**config.mk**
```make
export PLATFORM = sky130hd
export DESIGN_NAME = blinking_light_multi
export DESIGN_NICKNAME = d
export VERILOG_FILES = /design/src/rtl/blinking_light_multi.sv
export SDC_FILE = /design/constraint.sdc
export NUM_CORES = 1
export LEC_CHECK = 0
export CAP_MARGIN = 40
export CORE_MARGIN = 3
export CORE_UTILIZATION = 30
export DETAILED_ROUTE_END_ITERATION = 7
export GPL_TIMING_DRIVEN = 0
export SETUP_SLACK_MARGIN = 0.05
export SLEW_MARGIN = 5
export SYNTH_ARGS = -nofsm -noshare
export SYNTH_HDL_FRONTEND = slang
export SYNTH_SLANG_ARGS = --single-unit
export TNS_END_PERCENT = 5
```
**constraint.sdc**
```tcl
create_clock -name clk -period 6.58 [get_ports clk]
set_input_delay 1.645 -clock clk [delete_from_list [all_inputs] [get_ports clk]]
set_output_delay 1.645 -clock clk [all_outputs]
set_load 0.05 [all_outputs]
```
**src/rtl/blinking_light_multi.sv**
```systemverilog
// NUM_CH independent blink engines sharing a tick enable and configuration bus.
// Each channel latches its timing at start and runs ON/OFF phases for a counted or continuous run.
module blinking_light_multi #(
    parameter int NUM_CH = 4,
    parameter int TIME_W = 8,
    parameter int REP_W  = 4
) (
    input  logic              clk,
    input  logic              reset,
    input  logic              en,
    input  logic [NUM_CH-1:0] start,
    input  logic [NUM_CH-1:0] stop,
    input  logic              mode,
    input  logic [TIME_W-1:0] on_time,
    input  logic [TIME_W-1:0] off_time,
    input  logic [REP_W-1:0]  rep_cnt,
    output logic [NUM_CH-1:0] light,
    output logic [NUM_CH-1:0] busy,
    output logic [NUM_CH-1:0] done
);

    typedef enum logic [1:0] {
        ST_IDLE = 2'd0,
        ST_ON   = 2'd1,
        ST_OFF  = 2'd2
    } state_t;

    function automatic logic [TIME_W-1:0] eff_time(input logic [TIME_W-1:0] t);
        return (t == {TIME_W{1'b0}}) ? TIME_W'(1'b1) : t;
    endfunction

    function automatic logic [REP_W-1:0] eff_rep(input logic [REP_W-1:0] r);
        return (r == {REP_W{1'b0}}) ? REP_W'(1'b1) : r;
    endfunction

    function automatic logic [REP_W-1:0] sat_inc(input logic [REP_W-1:0] c);
        return (c == {REP_W{1'b1}}) ? c : c + REP_W'(1'b1);
    endfunction

    for (genvar i = 0; i < NUM_CH; i++) begin : g_ch
        state_t            state_r, state_s;
        logic [TIME_W-1:0] timer_r, timer_s;
        logic [TIME_W-1:0] on_r, on_s, off_r, off_s;
        logic [REP_W-1:0]  cnt_r, cnt_s, rep_r, rep_s;
        logic [REP_W-1:0]  cnt_inc_s;
        logic              mode_r, mode_s;
        logic              light_r, light_s;
        logic              busy_r, busy_s;
        logic              done_r, done_s;

        // Next-state, timer/counter update and next registered output values
        always_comb begin
            state_s   = state_r;
            timer_s   = timer_r;
            cnt_s     = cnt_r;
            on_s      = on_r;
            off_s     = off_r;
            rep_s     = rep_r;
            mode_s    = mode_r;
            done_s    = 1'b0;
            cnt_inc_s = sat_inc(cnt_r);
            case (state_r)
                ST_IDLE: begin
                    if (start[i] && !stop[i]) begin
                        // Effective (zero-promoted) values are stored so the compares stay simple
                        on_s    = eff_time(on_time);
                        off_s   = eff_time(off_time);
                        rep_s   = eff_rep(rep_cnt);
                        mode_s  = mode;
                        timer_s = {TIME_W{1'b0}};
                        cnt_s   = {REP_W{1'b0}};
                        state_s = ST_ON;
                    end else begin
                        state_s = ST_IDLE;
                    end
                end
                ST_ON: begin
                    if (stop[i]) begin
                        timer_s = {TIME_W{1'b0}};
                        state_s = ST_IDLE;
                    end else if (en) begin
                        if (timer_r == on_r - TIME_W'(1'b1)) begin
                            timer_s = {TIME_W{1'b0}};
                            state_s = ST_OFF;
                        end else begin
                            timer_s = timer_r + TIME_W'(1'b1);
                        end
                    end else begin
                        state_s = ST_ON;
                    end
                end
                ST_OFF: begin
                    if (stop[i]) begin
                        timer_s = {TIME_W{1'b0}};
                        state_s = ST_IDLE;
                    end else if (en) begin
                        if (timer_r == off_r - TIME_W'(1'b1)) begin
                            timer_s = {TIME_W{1'b0}};
                            cnt_s   = cnt_inc_s;
                            if (!mode_r && (cnt_inc_s == rep_r)) begin
                                done_s  = 1'b1;
                                state_s = ST_IDLE;
                            end else begin
                                state_s = ST_ON;
                            end
                        end else begin
                            timer_s = timer_r + TIME_W'(1'b1);
                        end
                    end else begin
                        state_s = ST_OFF;
                    end
                end
                default: begin
                    timer_s = {TIME_W{1'b0}};
                    cnt_s   = {REP_W{1'b0}};
                    state_s = ST_IDLE;
                end
            endcase
            light_s = (state_s == ST_ON);
            busy_s  = (state_s != ST_IDLE);
        end

        // Channel state, latched configuration and registered outputs
        always_ff @(posedge clk or negedge reset) begin
            if (!reset) begin
                state_r <= ST_IDLE;
                timer_r <= {TIME_W{1'b0}};
                cnt_r   <= {REP_W{1'b0}};
                on_r    <= {TIME_W{1'b0}};
                off_r   <= {TIME_W{1'b0}};
                rep_r   <= {REP_W{1'b0}};
                mode_r  <= 1'b0;
                light_r <= 1'b0;
                busy_r  <= 1'b0;
                done_r  <= 1'b0;
            end else begin
                state_r <= state_s;
                timer_r <= timer_s;
                cnt_r   <= cnt_s;
                on_r    <= on_s;
                off_r   <= off_s;
                rep_r   <= rep_s;
                mode_r  <= mode_s;
                light_r <= light_s;
                busy_r  <= busy_s;
                done_r  <= done_s;
            end
        end

        assign light[i] = light_r;
        assign busy[i]  = busy_r;
        assign done[i]  = done_r;
    end

endmodule

```
==> run_1/metal_stack.png <==
Scale: 2 px per um. Only two layers are drawn.
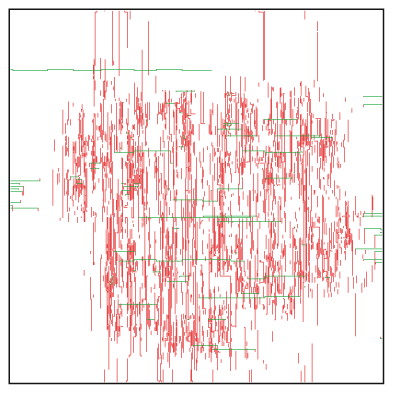
layer	colour	wire length
met3	green	875 um
met2	red	11,900 um
WL/cell: 16.1 um
GRT Util Overall: 14.6%
vias: 8,001

==> run_1/pins.png <==
Scale: 2 px per um. Pins as bars across the die edge, other pins in grey.
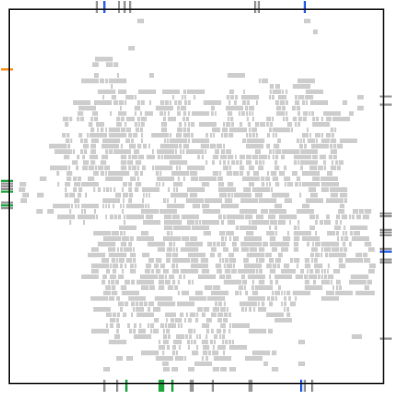
port	colour	pins	direction	edge
on_time	green	8	input	5 bottom, 3 left
clk	orange	1	input	left
busy	blue	4	output	2 top, 1 bottom, 1 right
die extent in x: 186 um
chip height: 186 um
# port buffers: 41

==> run_1/drive_strength.png <==
Scale: 2 px per um.
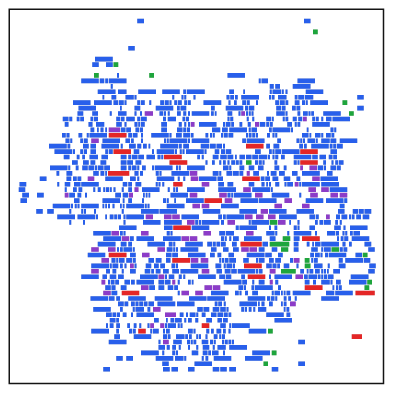
size	colour	cells	share
drive 3 to 4	green	21	1.9%
drive 6 and up	red	24	2.1%
drive 1 or less	blue	1,006	89%
drive 2	purple	83	7.3%

[run 1: cell type report]
class | count | area share (%)
multi-input cells | 799 | 48.6
flip-flops and latches | 152 | 33.6
well taps | 435 | 4.80
repair buffers | 45 | 4.15
clock buffers | 22 | 4.01
plain buffers | 50 | 2.05
inverters | 58 | 1.92
clock inverters | 8 | 0.883
[run 1: power by group through the flow]
stage | logic (mW) | clock network [mW] | registers [mW]
2_1_floorplan | 0.516 | 0 | 1.17
3_3_place_gp | 0.652 | 0 | 1.20
3_5_place_dp | 0.675 | 0 | 1.21
4_1_cts | 0.683 | 0.974 | 1.19
5_1_grt | 0.758 | 1.01 | 1.21
6_report | 0.679 | 0.954 | 1.19
[run 1: metal layers]
layer	wire length (um)	share of wire, %
met2	11900	47
met3	875	3.5
met4	588	2.3
met1	11900	47
met5	0	0
[run 1: worst max path at each step]
stage | to | depth (start not counted) | start
5_1_grt | g_ch[2].busy_r | 7 | en
3_3_place_gp | g_ch[2].light_r | 1 | reset
3_5_place_dp | g_ch[0].light_r | 6 | en
4_1_cts | g_ch[0].light_r | 6 | en
6_report | g_ch[0].light_r | 6 | en
2_1_floorplan | g_ch[1].timer_r[5] | 4 | en
[run 1: worst reg2reg max path, stage by stage (launching register included)]
cell and delay (ns):
dfrtp_1 0.45, nor3_1 0.48, nand3_1 0.17, xnor2_1 0.18, nor4_1 0.62, a21boi_1 0.40
o21ai_0 0.57, o21ai_0 0.18
[run 1: state kept, by name, indices dropped and copies added (netlist names)]
name / count
g_ch.light_r: 4
g_ch.rep_r: 16
g_ch.mode_r: 4
g_ch.cnt_r: 16
g_ch.state_r: 8
g_ch.done_r: 4
g_ch.timer_r: 32
g_ch.off_r: 32
g_ch.on_r: 32
g_ch.busy_r: 4
[run 1: cells by family (layout without fill, tap and decap cells)]
family                   Yosys count  in the layout  share of synthesized area [%]
AND/OR/NAND/NOR                  385            385                           20.6
AND-OR/OR-AND                    220            220                           15.6
flip-flops                       152            152                           39.0
buffers and inverters            108            183                           4.61
XOR/XNOR                          91             91                           8.16
multiplexers                      67             67                           7.59
adder cells (fa/ha/maj)           36             36                           4.51
[run 1: synthesized netlist by cell type (all sizes together) (14+ instances only)]
library cell	number	area [sq um]
nor2	42	160
nand3	33	165
a21oi	36	180
xor2	41	359
buf	14	97.6
mux2	56	631
nor3	34	175
nand4	18	113
nand2	124	465
inv	57	214
nand2b	16	103
nor2b	21	131
and3	18	113
o211ai	16	134
o21ai	67	335
clkbuf	36	135
dfrtp	152	3800
ha	32	400
xnor2	50	438
[run 1: per-stage QoR]
stage	setup TNS [ns]	total power, mW	cell area [sq um]	setup slack [ns]
3_3_place_gp	-402.50	1.86	10700	-2.66
6_report	0	2.82	11300	3.01
4_1_cts	0	2.85	11300	2.99
2_1_floorplan	0	1.68	9760	3.53
3_5_place_dp	0	1.88	10800	2.55
5_1_grt	0	2.98	11300	2.94
==> flow_metrics.env, run 1 <==
# implementation run metrics
export IMPL_rr_worst_depth=7
export IMPL_instances_no_fill=1569
export IMPL_synthesis_area_sq_um=9760
export IMPL_slowest_stage="or3_1"
export IMPL_drive_gt1_share_pct=11.3
export IMPL_cts_num_sinks=152
export IMPL_internal_power_mw=1.94
export IMPL_leakage_nw=4.75
export IMPL_viasPerCell=5.10
export IMPL_crit_buf_inv=2
export IMPL_avgSynthCellArea_sq_um=9.22
export IMPL_end_kind="flip-flop"
export IMPL_post_route_period_util_pct=54.3
export IMPL_final_max_slew_viol_count=0
export IMPL_hold_end="g_ch[2].mode_r"
export IMPL_utilization_pct=35.6
export IMPL_cellPowerDensity_nw_per_um2=249
export IMPL_crit_type="in2reg"
export IMPL_rsz0062_at_grt="no"
export IMPL_slowest_delay_ns=0.57
export IMPL_grt_pass1_vias=7768
export IMPL_swShare_pct=31.4
export IMPL_drc=0
export IMPL_reg2reg_slack_ns=3.39
export IMPL_crit_path_max_fanout=9
export IMPL_ys_flops=152
export IMPL_antenna_found_initial=0
export IMPL_slew_headroom_pct=52.6
export IMPL_cts_setup_buffers=0
export IMPL_status="finished clean"
export IMPL_period_needed_ns=3.57
export IMPL_r2r_start="g_ch[3].on_r[2]"
export IMPL_numCtsBuffers=17
export IMPL_p_comb_share_pct=24.0
export IMPL_top_usage_layer="met2"
export IMPL_grt_max_degree=95
export IMPL_nNetsFinal=1187
export IMPL_chipArea_sq_um=34700
export IMPL_fp_util_pct=30.7
==> run_1/port_nets.png <==
Scale: 1.5 px per um.
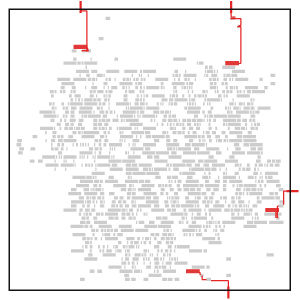

==> run 1 -> run 2 <==
==> constraint.sdc (replaced) <==
create_clock -name clk -period 3.2 [get_ports clk]
set_input_delay 0.8 -clock clk [delete_from_list [all_inputs] [get_ports clk]]
set_output_delay 0.8 -clock clk [all_outputs]
set_load 0.05 [all_outputs]
==> run_2/port_nets.png <==
Scale: 1.5 px per um.
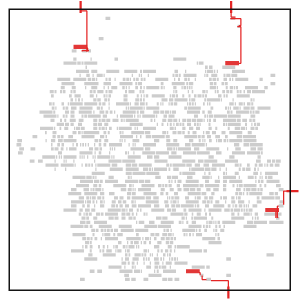
port	colour	direction	end cells	buffers	wire
busy	red	output	4	8	140 um

==> run_2/metal_stack.png <==
Scale: 2 px per um. Only two layers are drawn.
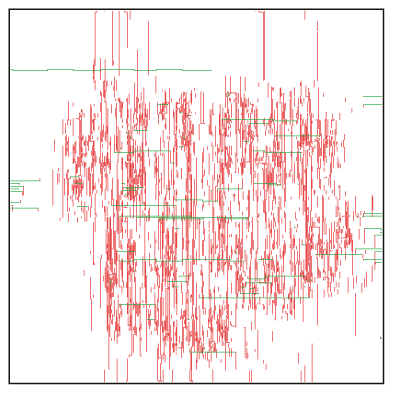
layer	colour	wire length
met2	red	11,900 um
met3	green	929 um
WL final: 25,300 um
vias: 7,960
WL/cell: 16.1 um

==> run 2 against run 1 <==
  * Combinational power rose by 110%
  * Register-to-register slack lost 3.2 ns
  * Sequential share of layout area fell by 0.15 points
  * Sequential power up 110%
  * First-iteration DRC count increased by 5.1%
  * Clock-buffer cell count is the same
  * Die size is the same
  * Synthesized cell count is the same
  * Area after synthesis stayed put
  * Clock skew grew 0.00051 ns
==> flow_metrics.env, run 2 <==
# implementation run metrics
export IMPL_swShare_pct=31.6
export IMPL_area_leaders="dfrtp_1 (39%), mux2_2 (6.5%), nand2_1 (4.8%)"
export IMPL_final_max_slew_viol_count=0
export IMPL_post_route_period_util_pct=95.4
export IMPL_logic_family="simple AND/OR/NAND/NOR gates"
export IMPL_yosysMostFrequentCell="dfrtp_1"
export IMPL_port_buffers=41
export IMPL_final_area_sq_um=11400
export IMPL_status="finished clean"
export IMPL_setup_tns_ns=0
export IMPL_r2r_start="g_ch[2].on_r[0]"
export IMPL_drc=0
export IMPL_mux_share_pct=7.59
export IMPL_crit_type="reg2reg"
export IMPL_nNetsFinal=1187
export IMPL_dpl_cell_area_sq_um=10800
export IMPL_synthXorXnorAreaFrac_pct=8.16
export IMPL_grt_pass1_vias=7768
export IMPL_grt_max_degree=95
export IMPL_slew_headroom_pct=52.8
export IMPL_synth_top_cells_by_count="dfrtp_1 (152), nand2_1 (124), o21ai_0 (67)"
export IMPL_reg2reg_slack_ns=0.15
export IMPL_leakage_nw=4.76
==> run_2/final_placement.png <==
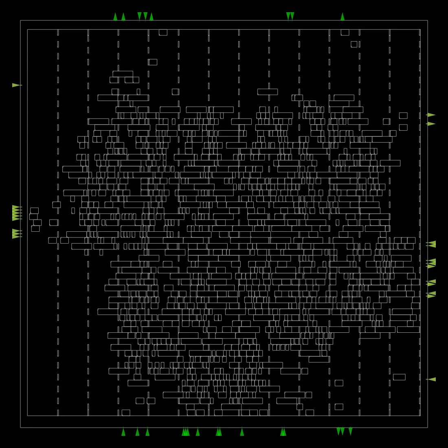
seq_cells: 152
n_taps: 435
fraction of area in registers: 33.4%

run 2: routing by layer:
layer	track usage (%)	vias to the layer above	wire, um
met4	4.68	0	559
met1	19.6	3901	11900
met2	23.6	134	11900
met3	2.95	27	929
met5	0	-	0
li1	-	3898	-
run 2: worst max path at each step:
stage / endpoint / cells past startpoint / start
floorplan: g_ch[1].cnt_r[1] / 9 / g_ch[1].off_r[0]
detailed placement: g_ch[0].light_r / 6 / en
global placement: g_ch[2].light_r / 1 / reset
finish: g_ch[2].timer_r[0] / 9 / g_ch[2].on_r[0]
global route: g_ch[2].timer_r[0] / 9 / g_ch[2].on_r[0]
CTS: g_ch[2].busy_r / 9 / g_ch[2].off_r[0]
run 2: metrics by stage:
step | setup WS (ns) | power (mW) | hold WS, ns
after global routing | 0.0176 | 6.15 | 0.335
final | 0.148 | 5.83 | 0.294
after global placement | -5.20 | 3.82 | 0.479
after detailed placement | 0.0102 | 3.87 | 0.478
after CTS | 0.0164 | 5.86 | 0.318
after floorplan | 0.317 | 3.46 | 0.446
run 2: what timing repair did:
action                                  in CTS  in global routing
buffers inserted                             0                  0
gates resized                                1                  7
endpoints found under the setup margin       6                 29
pin swaps                                    0                  3
run 2: layout make-up:
class	instances	share of cell area, %
Multi-Input combinational cell	799	48.8
Sequential cell	152	33.4
Tap cell	435	4.78
Timing Repair Buffer	45	4.13
Clock buffer	22	3.99
Buffer	50	2.04
Inverter	58	1.91
Clock inverter	8	0.879
run 2: worst max-delay path, cell delays in order (launching register included):
cell,delay (ns)
dfrtp_1,0.43
inv_1,0.08
ha_1,0.18
or3b_1,0.36
a211o_1,0.31
a211o_1,0.32
or3_1,0.42
a32oi_4,0.35
nor2_1,0.18
mux2_2,0.31
run 2: kinds of logic (layout without fill, tap and decap cells):
logic type      count (synthesis)  in the layout
simple gates                  385            385
compound gates                220            220
flops                         152            152
buf+inv                       108            183
xor+xnor                       91             91
mux                            67             67
fa+ha+maj                      36             36
run 2: power by group through the flow:
stage               Clock [mW]  Combinational [mW]  Sequential, mW
CTS                       2.00                1.41            2.45
floorplan                    0                1.06            2.40
finish                    1.97                1.41            2.45
global route              2.09                1.57            2.49
global placement             0                1.34            2.48
detailed placement           0                1.39            2.48
==> run_2/pins.png <==
Scale: 2 px per um. Pins as bars across the die edge, other pins in grey.
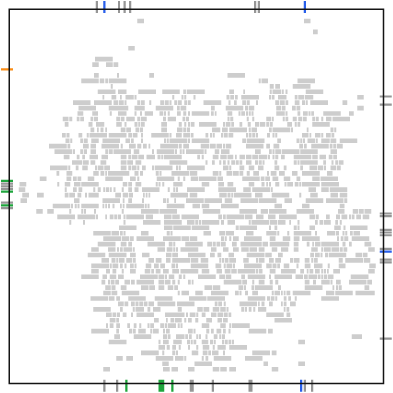

==> run 2 -> run 3 <==
--- a/config.mk
+++ b/config.mk
@@ -10,6 +10,7 @@
 export CORE_UTILIZATION = 30
 export DETAILED_ROUTE_END_ITERATION = 7
 export GPL_TIMING_DRIVEN = 0
+export PLACE_DENSITY = 0.45
 export SETUP_SLACK_MARGIN = 0.05
 export SLEW_MARGIN = 5
 export SYNTH_ARGS = -nofsm -noshare
==> run_3/pins.png <==
Scale: 2 px per um. Pins as bars across the die edge, other pins in grey.
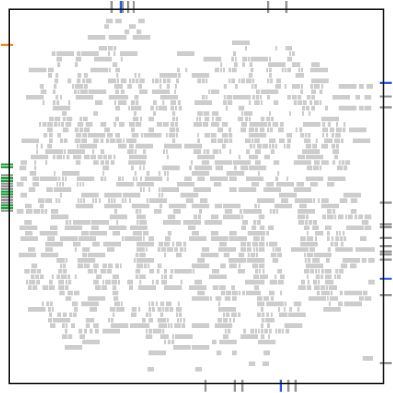
port	colour	pins	direction	edge
on_time	green	8	input	left
busy	blue	4	output	2 right, 1 bottom, 1 top
clk	orange	1	input	left

==> run_3/final_placement.png <==
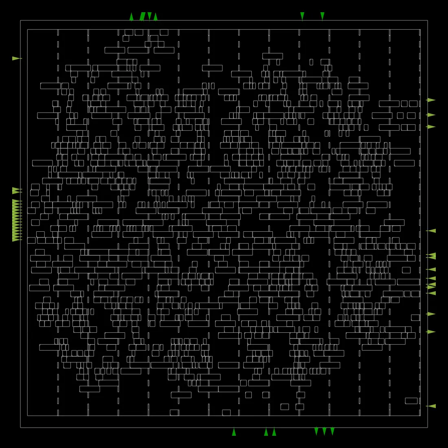
Layout Utilization: 35.8%
Core ar.: 31,800 sq um

==> run_3/metal_stack.png <==
Scale: 2 px per um. Only two layers are drawn.
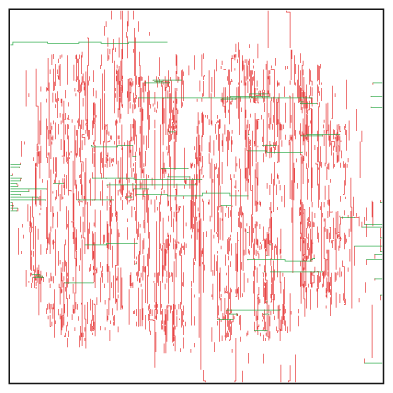
layer	colour	wire length
met2	red	11,700 um
met3	green	899 um

==> run 3 against run 2 <==
  * Setup slack improved by 0.045 ns
  * Fmax increased by 1.5%
  * Via count shrank 0.63%
  * Clock-buffer cell count decreased by 1
  * Synthesized cell count unchanged
  * Largest power group unchanged
  * Core utilization is essentially flat
  * Power fell by 0.31%
==> flow_metrics.env, run 3 <==
# implementation run metrics
export IMPL_synth_simple_area_share_pct=20.6
export IMPL_wl_met1_um=13100
export IMPL_antenna_found_initial=1
export IMPL_finalWirelength_um=25900
export IMPL_port_buffers=41
export IMPL_chipArea_sq_um=34700
export IMPL_post_route_period_util_pct=94.0
export IMPL_leakage_nw=4.74
export IMPL_aoi_share_pct=15.6
export IMPL_adder_share_pct=4.51
export IMPL_fp_util_pct=30.7
export IMPL_met2WireLength_um=11700
export IMPL_status="finished clean"
export IMPL_setup_tns_ns=0
export IMPL_crit_path_frequent_cell="or3b_4"
export IMPL_cellPowerDensity_nw_per_um2=510
export IMPL_cts_num_sinks=152
export IMPL_die_x_um=186
export IMPL_synth_top_cells_by_count="dfrtp_1 (152), nand2_1 (124), o21ai_0 (67)"
export IMPL_final_max_slew_viol_count=0
export IMPL_wl_met3_um=898
export IMPL_synth_top_cell_by_area="dfrtp_1"
export IMPL_period_needed_ns=3.01
==> run 3: worst max-delay path, delay by kind of cell, from the launching register on <==
kind | cells | cell delay, ns
buffers and inverters | 1 | 0.07
and+or+nand+nor | 3 | 1.34
DFF | 1 | 0.45
muxes | 1 | 0.13
AOI/OAI and AO/OA | 3 | 0.70
adders and majority gates | 1 | 0.21
==> run 3: timing repair <==
action,CTS,global route
gates cloned,0,0
gates resized,1,9
setup buffers,0,0
pin swaps,0,5
setup endpoints to repair,5,28
hold endpoints to repair,0,0
==> run 3: metal layers <==
metal / vias to the layer above / track usage [%]
met1: 3862 / 21.5
met4: 0 / 3.14
met2: 117 / 23.7
li1: 3914 / -
met3: 17 / 2.97
met5: - / 0
==> run 3: area by class of cell <==
type | count | area (sq um)
Clock inverter | 11 | 87.6
Tap cell | 435 | 544
Timing Repair Buffer | 44 | 459
Inverter | 58 | 218
Fill cell | 3300 | 20400
Multi-Input combinational cell | 799 | 5560
Sequential cell | 152 | 3800
Buffer | 50 | 233
Clock buffer | 21 | 470
==> run 3: kinds of logic (layout without fill, tap and decap cells) <==
kind of cell               Yosys count  count (layout)
and+or+nand+nor                    385             385
AOI/OAI and AO/OA                  220             220
DFF                                152             152
buffers and inverters              108             184
xor gates and xnor gates            91              91
muxes                               67              67
adders and majority gates           36              36
==> run 3: per-stage QoR <==
| step | util [%] | area [sq um] | worst slack, ns |
|---|---|---|---|
| 6_report | 35.8 | 11400 | 0.193 |
| 4_1_cts | 35.6 | 11300 | 0.0903 |
| 3_5_place_dp | 33.9 | 10800 | -0.176 |
| 2_1_floorplan | - | 9760 | 0.317 |
| 5_1_grt | 35.8 | 11400 | -0.000555 |
| 3_3_place_gp | 33.7 | 10700 | -5.63 |
==> run 3: worst paths after layout <==
check | start | to | slack [ns] | depth (start not counted)
min reg2reg | g_ch[2].mode_r | g_ch[2].mode_r | 0.49 | 2
max reg2reg | g_ch[1].off_r[0] | g_ch[1].cnt_r[1] | 0.19 | 9
max | g_ch[1].off_r[0] | g_ch[1].cnt_r[1] | 0.19 | 9
min | reset | g_ch[1].light_r | 0.29 | 1
min in group clk | g_ch[2].mode_r | g_ch[2].mode_r | 0.49 | 2
max in group asynchronous | reset | g_ch[2].light_r | 2.02 | 2
==> run 3: power breakdown <==
group / leakage (nW) / switching [mW] / internal [mW]
logic: 2.54 / 0.732 / 0.659
registers: 1.94 / 0.295 / 2.16
clock network: 0.251 / 0.892 / 1.06
total: 4.74 / 1.92 / 3.89
Power and IR drop assume default switching activity.
